===== src/rtl/marker_extrema_tracker_pkg.sv =====
// Shared types and constants for the marker extrema tracker.
// Coordinates are 11 bits; 2023 marks an extreme point that was not found.
package tracker_pkg;

    typedef logic [10:0] coord_t;
    typedef logic [19:0] count_t;

    localparam coord_t NOT_FOUND = 11'd2023;
    localparam count_t COUNT_MAX = 20'hFFFFF;

    typedef enum logic [1:0] {
        S_IDLE,
        S_SCAN,
        S_DRAIN,
        S_PUBLISH
    } state_t;

    typedef struct packed {
        coord_t x;
        coord_t y;
    } point_t;

    // Running per-frame accumulators; found marks that at least one match was absorbed.
    typedef struct packed {
        point_t left;
        point_t right;
        point_t up;
        point_t down;
        count_t count;
        logic   found;
    } extrema_t;

    typedef struct packed {
        point_t left;
        point_t right;
        point_t up;
        point_t down;
        count_t count;
    } publish_t;

    function automatic point_t point_not_found();
        point_t p;
        p.x = NOT_FOUND;
        p.y = NOT_FOUND;
        return p;
    endfunction

    function automatic extrema_t extrema_clear();
        extrema_t e;
        e.left  = point_not_found();
        e.right = point_not_found();
        e.up    = point_not_found();
        e.down  = point_not_found();
        e.count = '0;
        e.found = 1'b0;
        return e;
    endfunction

    function automatic publish_t publish_clear();
        publish_t p;
        p.left  = point_not_found();
        p.right = point_not_found();
        p.up    = point_not_found();
        p.down  = point_not_found();
        p.count = '0;
        return p;
    endfunction

endpackage


===== src/rtl/marker_extrema_tracker_if.sv =====
// Pixel stream in / extreme points out. The source drives i_* (master),
// the tracker consumes them and drives o_* (slave).
interface marker_extrema_tracker_if;
    import tracker_pkg::*;

    logic       i_enable;
    logic       i_sof;
    logic       i_eof;
    logic       i_valid;
    coord_t     i_x;
    coord_t     i_y;
    logic [7:0] i_rgb [3];

    coord_t     o_left  [2];
    coord_t     o_right [2];
    coord_t     o_up    [2];
    coord_t     o_down  [2];
    logic       o_predict_valid;
    count_t     o_pixel_count;

    modport master (
        output i_enable, i_sof, i_eof, i_valid, i_x, i_y, i_rgb,
        input  o_left, o_right, o_up, o_down, o_predict_valid, o_pixel_count
    );

    modport slave (
        input  i_enable, i_sof, i_eof, i_valid, i_x, i_y, i_rgb,
        output o_left, o_right, o_up, o_down, o_predict_valid, o_pixel_count
    );

endinterface


===== src/rtl/marker_extrema_tracker_classifier.sv =====
// Combinational colour-threshold test: a valid pixel that is red enough and
// low enough in green and blue counts as a marker pixel.
module marker_pixel_classifier #(
    parameter logic [7:0] R_MIN = 8'd150,
    parameter logic [7:0] G_MAX = 8'd90,
    parameter logic [7:0] B_MAX = 8'd90
) (
    input  logic       valid_i,
    input  logic [7:0] r_i,
    input  logic [7:0] g_i,
    input  logic [7:0] b_i,
    output logic       match_o
);

    assign match_o = valid_i && (r_i >= R_MIN) && (g_i <= G_MAX) && (b_i <= B_MAX);

endmodule


===== src/rtl/marker_extrema_tracker.sv =====
// Tracks the left/right/up/down extreme marker pixels of each frame and
// publishes them with a one-cycle pulse two cycles after end-of-frame.
module marker_extrema_tracker #(
    parameter logic [7:0]  R_MIN     = 8'd150,
    parameter logic [7:0]  G_MAX     = 8'd90,
    parameter logic [7:0]  B_MAX     = 8'd90,
    parameter logic [19:0] MIN_COUNT = 20'd16
) (
    input  logic                      i_clk,
    input  logic                      i_rst_n,
    marker_extrema_tracker_if.slave   bus
);
    import tracker_pkg::*;

    logic     pix_match;
    state_t   state_q, state_d;
    logic     s1_match_q, s1_match_d;
    coord_t   s1_x_q, s1_x_d;
    coord_t   s1_y_q, s1_y_d;
    extrema_t acc_q, acc_d;
    publish_t pub_q, pub_d;

    logic     scan_clear;
    logic     capture_en;
    logic     absorb_en;
    logic     publish_load;
    logic     predict_valid;

    marker_pixel_classifier #(
        .R_MIN (R_MIN),
        .G_MAX (G_MAX),
        .B_MAX (B_MAX)
    ) u_classifier (
        .valid_i (bus.i_valid),
        .r_i     (bus.i_rgb[0]),
        .g_i     (bus.i_rgb[1]),
        .b_i     (bus.i_rgb[2]),
        .match_o (pix_match)
    );

    always_ff @(posedge i_clk or negedge i_rst_n) begin
        if (!i_rst_n) begin
            state_q <= S_IDLE;
        end else begin
            state_q <= state_d;
        end
    end

    always_comb begin
        state_d = state_q;
        case (state_q)
            S_IDLE:    if (bus.i_sof && bus.i_enable) state_d = S_SCAN;
            S_SCAN:    if (bus.i_eof) state_d = S_DRAIN;
            S_DRAIN:   state_d = S_PUBLISH;
            S_PUBLISH: state_d = S_IDLE;
            default:   state_d = S_IDLE;
        endcase
    end

    // A restart sof in S_SCAN loses to a simultaneous eof, so the frame still publishes.
    always_comb begin
        scan_clear    = 1'b0;
        capture_en    = 1'b0;
        absorb_en     = 1'b0;
        publish_load  = 1'b0;
        predict_valid = 1'b0;
        case (state_q)
            S_IDLE: begin
                scan_clear = bus.i_sof && bus.i_enable;
            end
            S_SCAN: begin
                capture_en = 1'b1;
                absorb_en  = 1'b1;
                scan_clear = bus.i_sof && !bus.i_eof;
            end
            S_DRAIN: begin
                absorb_en    = 1'b1;
                publish_load = 1'b1;
            end
            S_PUBLISH: begin
                predict_valid = 1'b1;
            end
            default: begin
                predict_valid = 1'b0;
            end
        endcase
    end

    always_comb begin
        s1_match_d = pix_match && capture_en;
        s1_x_d     = bus.i_x;
        s1_y_d     = bus.i_y;
    end

    always_ff @(posedge i_clk or negedge i_rst_n) begin
        if (!i_rst_n) begin
            s1_match_q <= 1'b0;
            s1_x_q     <= '0;
            s1_y_q     <= '0;
        end else begin
            s1_match_q <= s1_match_d;
            s1_x_q     <= s1_x_d;
            s1_y_q     <= s1_y_d;
        end
    end

    // Raster order makes strict compares keep the first hit and >= keep the last.
    always_comb begin
        acc_d = acc_q;
        if (scan_clear) begin
            acc_d = extrema_clear();
        end else if (absorb_en && s1_match_q) begin
            if (!acc_q.found || (s1_x_q < acc_q.left.x)) begin
                acc_d.left.x = s1_x_q;
                acc_d.left.y = s1_y_q;
            end
            if (!acc_q.found || (s1_x_q > acc_q.right.x)) begin
                acc_d.right.x = s1_x_q;
                acc_d.right.y = s1_y_q;
            end
            if (!acc_q.found) begin
                acc_d.up.x = s1_x_q;
                acc_d.up.y = s1_y_q;
            end
            if (!acc_q.found || (s1_y_q >= acc_q.down.y)) begin
                acc_d.down.x = s1_x_q;
                acc_d.down.y = s1_y_q;
            end
            if (acc_q.count != COUNT_MAX) begin
                acc_d.count = acc_q.count + 20'd1;
            end
            acc_d.found = 1'b1;
        end
    end

    always_ff @(posedge i_clk or negedge i_rst_n) begin
        if (!i_rst_n) begin
            acc_q <= extrema_clear();
        end else begin
            acc_q <= acc_d;
        end
    end

    // Load from acc_d so the pixel absorbed during S_DRAIN is included.
    always_comb begin
        pub_d = pub_q;
        if (publish_load) begin
            pub_d.count = acc_d.count;
            if (acc_d.count < MIN_COUNT) begin
                pub_d.left  = point_not_found();
                pub_d.right = point_not_found();
                pub_d.up    = point_not_found();
                pub_d.down  = point_not_found();
            end else begin
                pub_d.left  = acc_d.left;
                pub_d.right = acc_d.right;
                pub_d.up    = acc_d.up;
                pub_d.down  = acc_d.down;
            end
        end
    end

    always_ff @(posedge i_clk or negedge i_rst_n) begin
        if (!i_rst_n) begin
            pub_q <= publish_clear();
        end else begin
            pub_q <= pub_d;
        end
    end

    assign bus.o_left[0]       = pub_q.left.x;
    assign bus.o_left[1]       = pub_q.left.y;
    assign bus.o_right[0]      = pub_q.right.x;
    assign bus.o_right[1]      = pub_q.right.y;
    assign bus.o_up[0]         = pub_q.up.x;
    assign bus.o_up[1]         = pub_q.up.y;
    assign bus.o_down[0]       = pub_q.down.x;
    assign bus.o_down[1]       = pub_q.down.y;
    assign bus.o_pixel_count   = pub_q.count;
    assign bus.o_predict_valid = predict_valid;

endmodule


===== src/flat_wrapper.sv =====
// flat-port wrapper written by rule: the top's interface ports become plain ports
module marker_extrema_tracker_flat import tracker_pkg::*;
#(
    parameter logic [7:0]  R_MIN     = 8'd150,
    parameter logic [7:0]  G_MAX     = 8'd90,
    parameter logic [7:0]  B_MAX     = 8'd90,
    parameter logic [19:0] MIN_COUNT = 20'd16
)
  (i_clk, i_rst_n, bus_i_enable, bus_i_sof, bus_i_eof, bus_i_valid, bus_i_x, bus_i_y, bus_i_rgb, bus_o_left, bus_o_right, bus_o_up, bus_o_down, bus_o_predict_valid, bus_o_pixel_count);
  marker_extrema_tracker_if bus_i ();
  input  logic i_clk;
  input  logic i_rst_n;
  input wire logic [$bits(bus_i.i_enable)-1:0] bus_i_enable;
  input wire logic [$bits(bus_i.i_sof)-1:0] bus_i_sof;
  input wire logic [$bits(bus_i.i_eof)-1:0] bus_i_eof;
  input wire logic [$bits(bus_i.i_valid)-1:0] bus_i_valid;
  input wire logic [$bits(bus_i.i_x)-1:0] bus_i_x;
  input wire logic [$bits(bus_i.i_y)-1:0] bus_i_y;
  input wire logic [$bits(bus_i.i_rgb)-1:0] bus_i_rgb;
  output wire logic [$bits(bus_i.o_left)-1:0] bus_o_left;
  output wire logic [$bits(bus_i.o_right)-1:0] bus_o_right;
  output wire logic [$bits(bus_i.o_up)-1:0] bus_o_up;
  output wire logic [$bits(bus_i.o_down)-1:0] bus_o_down;
  output wire logic [$bits(bus_i.o_predict_valid)-1:0] bus_o_predict_valid;
  output wire logic [$bits(bus_i.o_pixel_count)-1:0] bus_o_pixel_count;
  assign bus_i.i_enable = bus_i_enable;
  assign bus_i.i_sof = bus_i_sof;
  assign bus_i.i_eof = bus_i_eof;
  assign bus_i.i_valid = bus_i_valid;
  assign bus_i.i_x = bus_i_x;
  assign bus_i.i_y = bus_i_y;
  assign bus_i.i_rgb = {>>{bus_i_rgb}};
  assign bus_o_left = {>>{bus_i.o_left}};
  assign bus_o_right = {>>{bus_i.o_right}};
  assign bus_o_up = {>>{bus_i.o_up}};
  assign bus_o_down = {>>{bus_i.o_down}};
  assign bus_o_predict_valid = bus_i.o_predict_valid;
  assign bus_o_pixel_count = bus_i.o_pixel_count;
  marker_extrema_tracker #(.R_MIN(R_MIN), .G_MAX(G_MAX), .B_MAX(B_MAX), .MIN_COUNT(MIN_COUNT)) u_core (.i_clk(i_clk), .i_rst_n(i_rst_n), .bus(bus_i));
endmodule

===== config.mk =====
export PLATFORM = sky130hd
export DESIGN_NAME = marker_extrema_tracker_flat
export DESIGN_NICKNAME = d
export VERILOG_FILES = /design/src/rtl/marker_extrema_tracker_pkg.sv /design/src/rtl/marker_extrema_tracker_if.sv /design/src/rtl/marker_extrema_tracker_classifier.sv /design/src/rtl/marker_extrema_tracker.sv /design/src/flat_wrapper.sv
export SDC_FILE = /design/constraint.sdc
export NUM_CORES = 1
export LEC_CHECK = 0
export CAP_MARGIN = 20
export CORE_UTILIZATION = 50
export CTS_CLUSTER_DIAMETER = 50
export DETAILED_ROUTE_END_ITERATION = 12
export GPL_TIMING_DRIVEN = 0
export PLACE_DENSITY = 0.82
export SLEW_MARGIN = 20
export SYNTH_ARGS = -nofsm -noshare
export SYNTH_HDL_FRONTEND = slang
export SYNTH_SLANG_ARGS = --single-unit

===== constraint.sdc =====
create_clock -name i_clk -period 2.88 [get_ports i_clk]
set_input_delay 0.288 -clock i_clk [delete_from_list [all_inputs] [get_ports i_clk]]
set_output_delay 0.288 -clock i_clk [all_outputs]
set_load 0.02 [all_outputs]

==> images/floorplan.png <==
Pins as bars on the die edge.
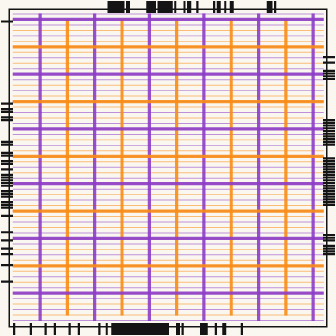
[orange] VDD
[purple] VSS
signal pins: 161
met5 straps: 11
Die Height: 157 microns
die extent in x: 157 microns
Worst VDD drop: 0.522 mV
Core Area: 0.0235 sq mm

==> images/class_map.png <==
Scale bar: 50 microns.
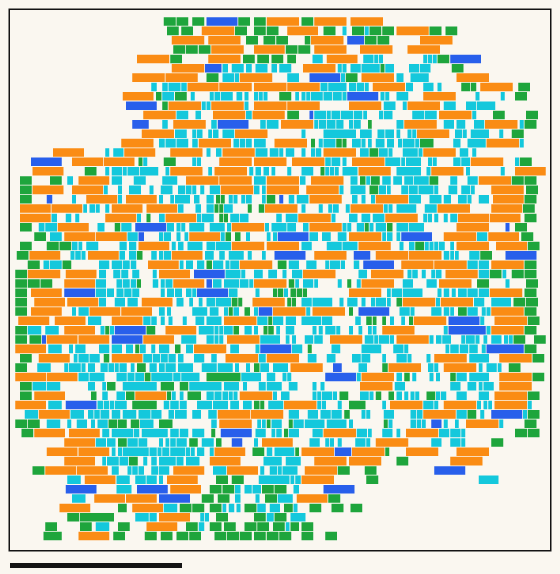
[green] remaining buffers and delay cells | cells: 273 | share of their area: 15%
[orange] registers | cells: 242 | share of their area: 41%
[blue] clock drivers and dummy loads | cells: 48 | share of their area: 6.2%
[cyan] remaining logic cells | cells: 847 | share of their area: 37%

==> images/clock_wires.png <==
Scale bar: 50 microns.
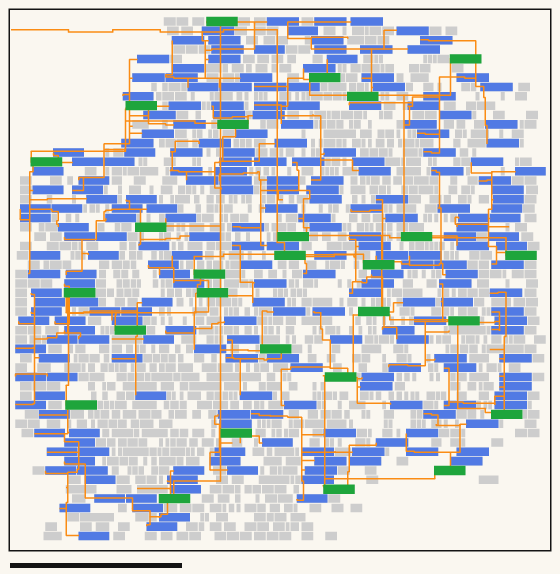
[orange] clock wires | length: 3040 microns
[blue] flip-flops | count: 242
[green] clock-net drivers | count: 27
flops lie: widely spread
routed clock nets: 28
clock power share: 0.295
Worst Skew: 0.0103 ns
total clock network power: 3620 uW

==> images/layers.png <==
Two of the layers only.
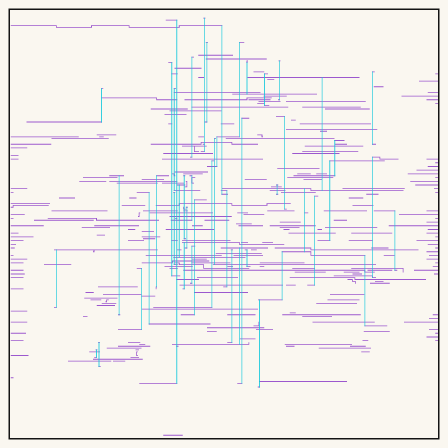
[purple] M3 | wire length: 3380 microns
[cyan] M4 | wire length: 1550 microns
Tot GR Track Use: 0.294
post-detailed-routing wire length: 36.7 mm

==> flow.log <==
[metrics] run summary
INFO  metric outcome = finished, final reports clean
INFO  metric io_buffers = approximately 160
INFO  metric worst-r2r-cell-count = 9
INFO  metric finalSetupTns = 0 ns
INFO  metric cp_buf_inv_count = 3
INFO  metric cts_hold_buffers = 1
INFO  metric nClkBuffers = 39
INFO  metric power.static_leakage = 0.00672 uW
INFO  metric cts.clk_slew.worst_paths = about 0.060 ns
INFO  metric openroad.warnings = 35
INFO  metric worstReg2RegStart = u_core.state_q[1]
INFO  metric cts_buffer_depth = 3
INFO  metric route.detailed.vias_per_inst = approximately 6.1
INFO  metric grt_antenna_before_repair = 0
INFO  metric gr_ovfl_total = 0
INFO  metric largest_net_degree_at_the_start_of_global_routing = 106
INFO  metric clkLatencyLatePin = approximately 0.54 ns
INFO  metric num_rows = 56
INFO  metric power_report.internal_total = 7990 uW
INFO  metric pwr-share-seq = 0.363
INFO  metric highest_layer = met4
INFO  metric grt_first_pass_wirelength = 55.9 mm
INFO  metric avgSynthCellArea = 10.1 sq um
INFO  metric layout_worst_path_cycle_share = 0.978
INFO  metric adder_share = 0.0396
INFO  metric boundaryPins = 161
INFO  metric cpPeakStageDelay = 0.54 ns
INFO  metric gr-usage-met3 = 0.0586
INFO  metric comb_area_frac = 0.351
INFO  metric worstMarginPinSlew = 0.872 ns
INFO  metric cts-buffers-inserted = 27
INFO  metric combPwrFrac = 0.343
INFO  metric grt.busiest_layer = met2
Power and IR drop assume default switching activity.
